## src/rtl/flappy_pkg.sv

```systemverilog
// rtl/flappy_pkg.sv - shared constants, state type and gap helper for the Flappy Bird engine
package flappy_pkg;

    localparam int SCREEN_W  = 640;
    localparam int SCREEN_H  = 480;
    localparam int SPAWN_X   = 640;
    localparam int INIT_GAP  = 240;
    localparam int SCORE_MAX = 999;

    typedef enum logic [1:0] {
        IDLE = 2'd0,
        RUN  = 2'd1,
        DEAD = 2'd2
    } state_t;

    // Map the low LFSR byte onto a gap centre in 120..359
    function automatic logic [8:0] gap_from_lfsr(input logic [7:0] g);
        if (g < 8'd240) begin
            return 9'd120 + {1'b0, g};
        end
        return 9'd120 + {1'b0, g} - 9'd128;
    endfunction

endpackage

```

## src/rtl/lfsr16.sv

```systemverilog
// rtl/lfsr16.sv - free-running 16-bit Galois LFSR, x^16+x^14+x^13+x^11+1
module lfsr16 #(
    parameter logic [15:0] SEED = 16'hACE1
) (
    input  logic        clk,
    input  logic        reset,
    output logic [15:0] lfsr_q
);

    logic [15:0] lfsr_d;

    // Right shift; the bit falling out of position 0 is folded back into the taps
    always_comb begin
        lfsr_d = {1'b0, lfsr_q[15:1]};
        if (lfsr_q[0]) begin
            lfsr_d = lfsr_d ^ 16'hB400;
        end
    end

    // State register, reloaded with the seed on reset
    always_ff @(posedge clk) begin
        if (reset) begin
            lfsr_q <= SEED;
        end else begin
            lfsr_q <= lfsr_d;
        end
    end

endmodule

```

## src/rtl/pipe_engine.sv

```systemverilog
// rtl/pipe_engine.sv - pipe scrolling, collision detection and scoring for Flappy Bird
module pipe_engine
    import flappy_pkg::*;
#(
    parameter int          SPEED     = 4,
    parameter int          PIPE_W    = 60,
    parameter int          GAP_H     = 120,
    parameter int          SPACING   = 320,
    parameter int          BIRD_SIZE = 20,
    parameter int          CEIL_Y    = 40,
    parameter int          FLOOR_Y   = 465,
    parameter logic [15:0] SEED      = 16'hACE1
) (
    input  logic       clk,
    input  logic       reset,
    input  logic       tick,
    input  logic       run,
    input  logic       pause,
    input  logic       restart,
    input  logic [9:0] bird_x,
    input  logic [8:0] bird_y,
    output logic [9:0] pipe0_x,
    output logic [9:0] pipe1_x,
    output logic [8:0] pipe0_gap,
    output logic [8:0] pipe1_gap,
    output logic       game_over,
    output logic       score_pulse,
    output logic [9:0] current_score,
    output logic [9:0] highest_score
);

    localparam logic [10:0] SPEED_X   = 11'(SPEED);
    localparam logic [10:0] RESPAWN_X = 11'(2 * SPACING);
    localparam logic [10:0] OVL_X     = 11'(BIRD_SIZE + PIPE_W);
    localparam logic [9:0]  BIRD_V    = 10'(BIRD_SIZE);
    localparam logic [9:0]  CEIL_V    = 10'(CEIL_Y);
    localparam logic [9:0]  FLOOR_V   = 10'(FLOOR_Y);
    localparam logic [9:0]  HALF_GAP  = 10'(GAP_H / 2);
    localparam logic [9:0]  SPAWN0_X  = 10'(SPAWN_X);
    localparam logic [9:0]  SPAWN1_X  = 10'(SPAWN_X + SPACING);
    localparam logic [8:0]  GAP0      = 9'(INIT_GAP);
    localparam logic [9:0]  SCORE_TOP = 10'(SCORE_MAX);

    state_t            state_q, state_d;
    logic [1:0][9:0]   px_q, px_d;
    logic [1:0][8:0]   gap_q, gap_d;
    logic [9:0]        score_q, score_d;
    logic [9:0]        high_q, high_d;
    logic              pulse_q, pulse_d;

    logic [15:0]       lfsr_q;
    logic [1:0][9:0]   step_x;
    logic [1:0]        respawn;
    logic [1:0]        passed;
    logic [1:0]        x_ov;
    logic [1:0]        pipe_hit;
    logic              wall_hit;
    logic              collide;

    lfsr16 #(.SEED(SEED)) u_lfsr (
        .clk    (clk),
        .reset  (reset),
        .lfsr_q (lfsr_q)
    );

    // Collision test on the registered pipes against the current bird box
    always_comb begin
        x_ov     = '0;
        pipe_hit = '0;
        wall_hit = ({1'b0, bird_y} <= CEIL_V) || (({1'b0, bird_y} + BIRD_V) > FLOOR_V);
        for (int i = 0; i < 2; i++) begin
            x_ov[i] = ({1'b0, bird_x} < {1'b0, px_q[i]})
                   && (({1'b0, bird_x} + OVL_X) > {1'b0, px_q[i]});
            pipe_hit[i] = x_ov[i]
                       && (({1'b0, bird_y} < ({1'b0, gap_q[i]} - HALF_GAP))
                        || (({1'b0, bird_y} + BIRD_V) > ({1'b0, gap_q[i]} + HALF_GAP)));
        end
        collide = !pause && (wall_hit || (|pipe_hit));
    end

    // Candidate scroll position per pipe, wrapping back by two spacings once past the left edge
    always_comb begin
        step_x  = '0;
        respawn = '0;
        passed  = '0;
        for (int i = 0; i < 2; i++) begin
            respawn[i] = ({1'b0, px_q[i]} < SPEED_X);
            if (respawn[i]) begin
                step_x[i] = 10'({1'b0, px_q[i]} - SPEED_X + RESPAWN_X);
            end else begin
                step_x[i] = 10'({1'b0, px_q[i]} - SPEED_X);
            end
            passed[i] = (px_q[i] >= bird_x) && (step_x[i] < bird_x);
        end
    end

    // State register
    always_ff @(posedge clk) begin
        if (reset) begin
            state_q <= IDLE;
        end else begin
            state_q <= state_d;
        end
    end

    // Next-state logic; a falling run flag during play is deliberately ignored
    always_comb begin
        state_d = state_q;
        unique case (state_q)
            IDLE:    if (run)     state_d = RUN;
            RUN:     if (collide) state_d = DEAD;
            DEAD:    if (restart) state_d = IDLE;
            default:              state_d = IDLE;
        endcase
    end

    // State-derived outputs
    always_comb begin
        game_over = (state_q == DEAD);
    end

    // Datapath update: spawn in IDLE, scroll and score on an unpaused collision-free tick
    always_comb begin
        px_d    = px_q;
        gap_d   = gap_q;
        score_d = score_q;
        high_d  = high_q;
        pulse_d = 1'b0;
        if ((state_q == IDLE) || ((state_q == DEAD) && restart)) begin
            px_d[0]  = SPAWN0_X;
            px_d[1]  = SPAWN1_X;
            gap_d[0] = GAP0;
            gap_d[1] = GAP0;
            score_d  = '0;
        end else if ((state_q == RUN) && tick && !pause && !collide) begin
            for (int i = 0; i < 2; i++) begin
                px_d[i] = step_x[i];
                if (respawn[i]) begin
                    gap_d[i] = gap_from_lfsr(lfsr_q[7:0]);
                end
            end
            if (|passed) begin
                pulse_d = 1'b1;
                score_d = (score_q >= SCORE_TOP) ? SCORE_TOP : score_q + 10'd1;
                if (score_d > high_q) begin
                    high_d = score_d;
                end
            end
        end
    end

    // Datapath registers
    always_ff @(posedge clk) begin
        if (reset) begin
            px_q[0]  <= SPAWN0_X;
            px_q[1]  <= SPAWN1_X;
            gap_q[0] <= GAP0;
            gap_q[1] <= GAP0;
            score_q  <= '0;
            high_q   <= '0;
            pulse_q  <= 1'b0;
        end else begin
            px_q    <= px_d;
            gap_q   <= gap_d;
            score_q <= score_d;
            high_q  <= high_d;
            pulse_q <= pulse_d;
        end
    end

    assign pipe0_x       = px_q[0];
    assign pipe1_x       = px_q[1];
    assign pipe0_gap     = gap_q[0];
    assign pipe1_gap     = gap_q[1];
    assign score_pulse   = pulse_q;
    assign current_score = score_q;
    assign highest_score = high_q;

endmodule

```

## config.mk

```make
export PLATFORM = sky130hd
export DESIGN_NAME = pipe_engine
export DESIGN_NICKNAME = d
export VERILOG_FILES = /design/src/rtl/flappy_pkg.sv /design/src/rtl/lfsr16.sv /design/src/rtl/pipe_engine.sv
export SDC_FILE = /design/constraint.sdc
export NUM_CORES = 1
export LEC_CHECK = 0
export ABC_CLOCK_PERIOD_IN_PS = 5300
export CAP_MARGIN = 20
export CORE_UTILIZATION = 55
export CTS_BUF_LIST = sky130_fd_sc_hd__clkbuf_4 sky130_fd_sc_hd__clkbuf_8
export CTS_CLUSTER_SIZE = 10
export DETAILED_ROUTE_END_ITERATION = 6
export PLACE_DENSITY = 0.89
export REMOVE_ABC_BUFFERS = 1
export SLEW_MARGIN = 30
export SYNTH_ARGS = -nofsm -noshare
export SYNTH_HDL_FRONTEND = slang
export SYNTH_SLANG_ARGS = --single-unit
```

## constraint.sdc

```tcl
create_clock -name clk -period 5.3 [get_ports clk]
set_clock_uncertainty 0.15 [all_clocks]
set_input_delay 1.325 -clock clk [delete_from_list [all_inputs] [get_ports clk]]
set_output_delay 1.325 -clock clk [all_outputs]
set_load 0.05 [all_outputs]
```

==> run notes <==
CTS
* 0 — setup fix buffers added after clock tree synthesis

Timing
* 0.895 — final clock period utilization by the worst path
* 0 — Fin. Hold Viols
* 0 ns — final setup TNS
* 0 — Slew Viols, Final

Yosys
* 6400 um2 — Post-Synthesis Cell Area
* ha_1 — most instantiated library cell after synthesis
* 73 — number of different library cells in the post-synthesis netlist
* 0 — asr flop ratio synth
* dfxtp_1, ha_1, xnor2_1 — top cells by area

Place
* 7340 um2 — placed cell area
* 981 — count of placed standard cells including taps
* 13.3 mm — Post-DP HPWL
* 0.921 — routability-driven placement congestion ratio
* 80 — Port-buffer cells

Run status
* complete, no violations — outcome

Critical path
* 0.46 ns — delay of the slowest critical-path stage
* input port — kind of start point of the critical path
* 21 — worst-path maximum fanout

Final layout
* 0 — number of antenna cells inserted
* 996 — final non-filler cell total

Power and ir drop
* 0.294 — switching portion of total power
* 172 uV — peak ir drop on the vdd network

Die
* 11400 um2 — area of the core
* 39 — # rows
* 110 um — height of the chip
* 0.563 — floorplan-stage core utilization

Drt
* 6.20 — average via count per standard cell
* 634 — Iteration-0 DRC Markers
* 0 — antenna-violating nets left

[sequential cells by signal, summed over array words and instances (netlist names)]
| name | count |
|---|---|
| current_score | 10 |
| pipe1_gap | 9 |
| score_pulse | 1 |
| pipe0_gap | 9 |
| state_q | 2 |
| pipe0_x | 8 |
| highest_score | 10 |
| u_lfsr.lfsr_q | 16 |
| pipe1_x | 8 |
[cell usage in the layout, fill, tap and decap left out, drive strengths merged, types with 4 or more instances in the layout]
master,instances
dfxtp,73
o2111a,4
and2,8
ha,104
nor3,30
xor2,16
and3,15
o31ai,8
a21o,10
clkbuf,10
a31oi,9
clkdlybuf4s50,80
nand2,32
conb,4
nor2,34
or4,5
nand2b,7
o211ai,7
nor3b,9
nor2b,18
nand4,17
a211oi,16
o21ai,32
xnor2,36
or2,10
o21a,8
nor4,7
nand3,37
buf,16
inv,66
a31o,4
a21oi,55
a2111oi,6
o21bai,8
mux2i,9
[how the worst max path moves through the flow]
stage	end
3_3_place_gp	pipe1_x[4]
2_1_floorplan	pipe0_gap[7]
4_1_cts	pipe0_gap[3]
5_1_grt	pipe1_x[3]
3_5_place_dp	pipe0_gap[3]
6_report	pipe0_gap[3]
[kinds of logic (layout without fill, tap and decap cells)]
kind of cell             count (synthesis)  count (layout)  share of synthesized area
buffers and inverters                  103             177                     0.0659
AND-OR/OR-AND                          196             196                      0.215
flip-flops                              73              73                      0.228
other                                    1               4                   0.000586
XOR/XNOR                                52              52                     0.0712
adder cells (fa/ha/maj)                104             104                      0.203
multiplexers                             9               9                     0.0141
AND/OR/NAND/NOR                        238             238                      0.202
[final cells by class]
cell class	count	area (um2)	area share
clock buffer	10	131	0.0174
multi-input combinational	603	4530	0.600
inverter	66	248	0.0328
timing repair buffer	96	921	0.122
clock inverter	5	81.3	0.0108
tap	143	179	0.0237
sequential	73	1460	0.193
[power groups by stage]
stage	combinational, mW	clock [mW]	sequential [mW]
after floorplan	0.180	0	0.587
final	0.294	0.470	0.571
after global placement	0.278	0	0.583
after CTS	0.288	0.473	0.570
after global routing	0.320	0.506	0.572
after detailed placement	0.286	0	0.583
[layer usage]
layer,share of wire,GRT usage
met5,0,0
met4,0.032,0.127
met3,0.060,0.0439
met2,0.48,0.500
met1,0.43,0.366
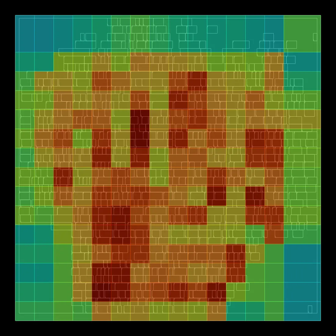
**Above:** routing congestion map.
met1 usage: 0.366
overall track demand over capacity in global routing: 0.294
utilization after layout: 0.665

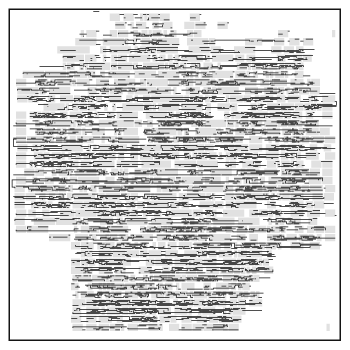
**Above:** the metal 1 layer.
Scale: 3 px per um.
894 nets have wire on it. The layer carries 7450 um of wire. The longest straight run is 38.6 um. The wires run mostly horizontal. The layer holds 43% of the routed length.
final WL: 17.3 mm
via total after detailed routing: 6175

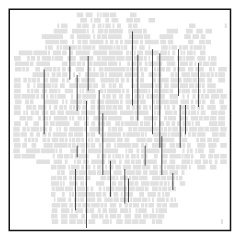
**Above:** metal 4.
Scale: 2 px per um.
22 nets have wire on it. The longest straight run is 63.2 um. The layer carries 546 um of wire.

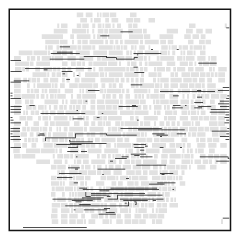
**Above:** metal 3.
Scale: 2 px per um.
The layer holds 6.0% of the routed length. 117 nets have wire on it. The longest straight run is 37.7 um. The wires run mostly horizontal. The layer carries 1040 um of wire.

No activity file was given, so power comes from the tool's default toggle rates.
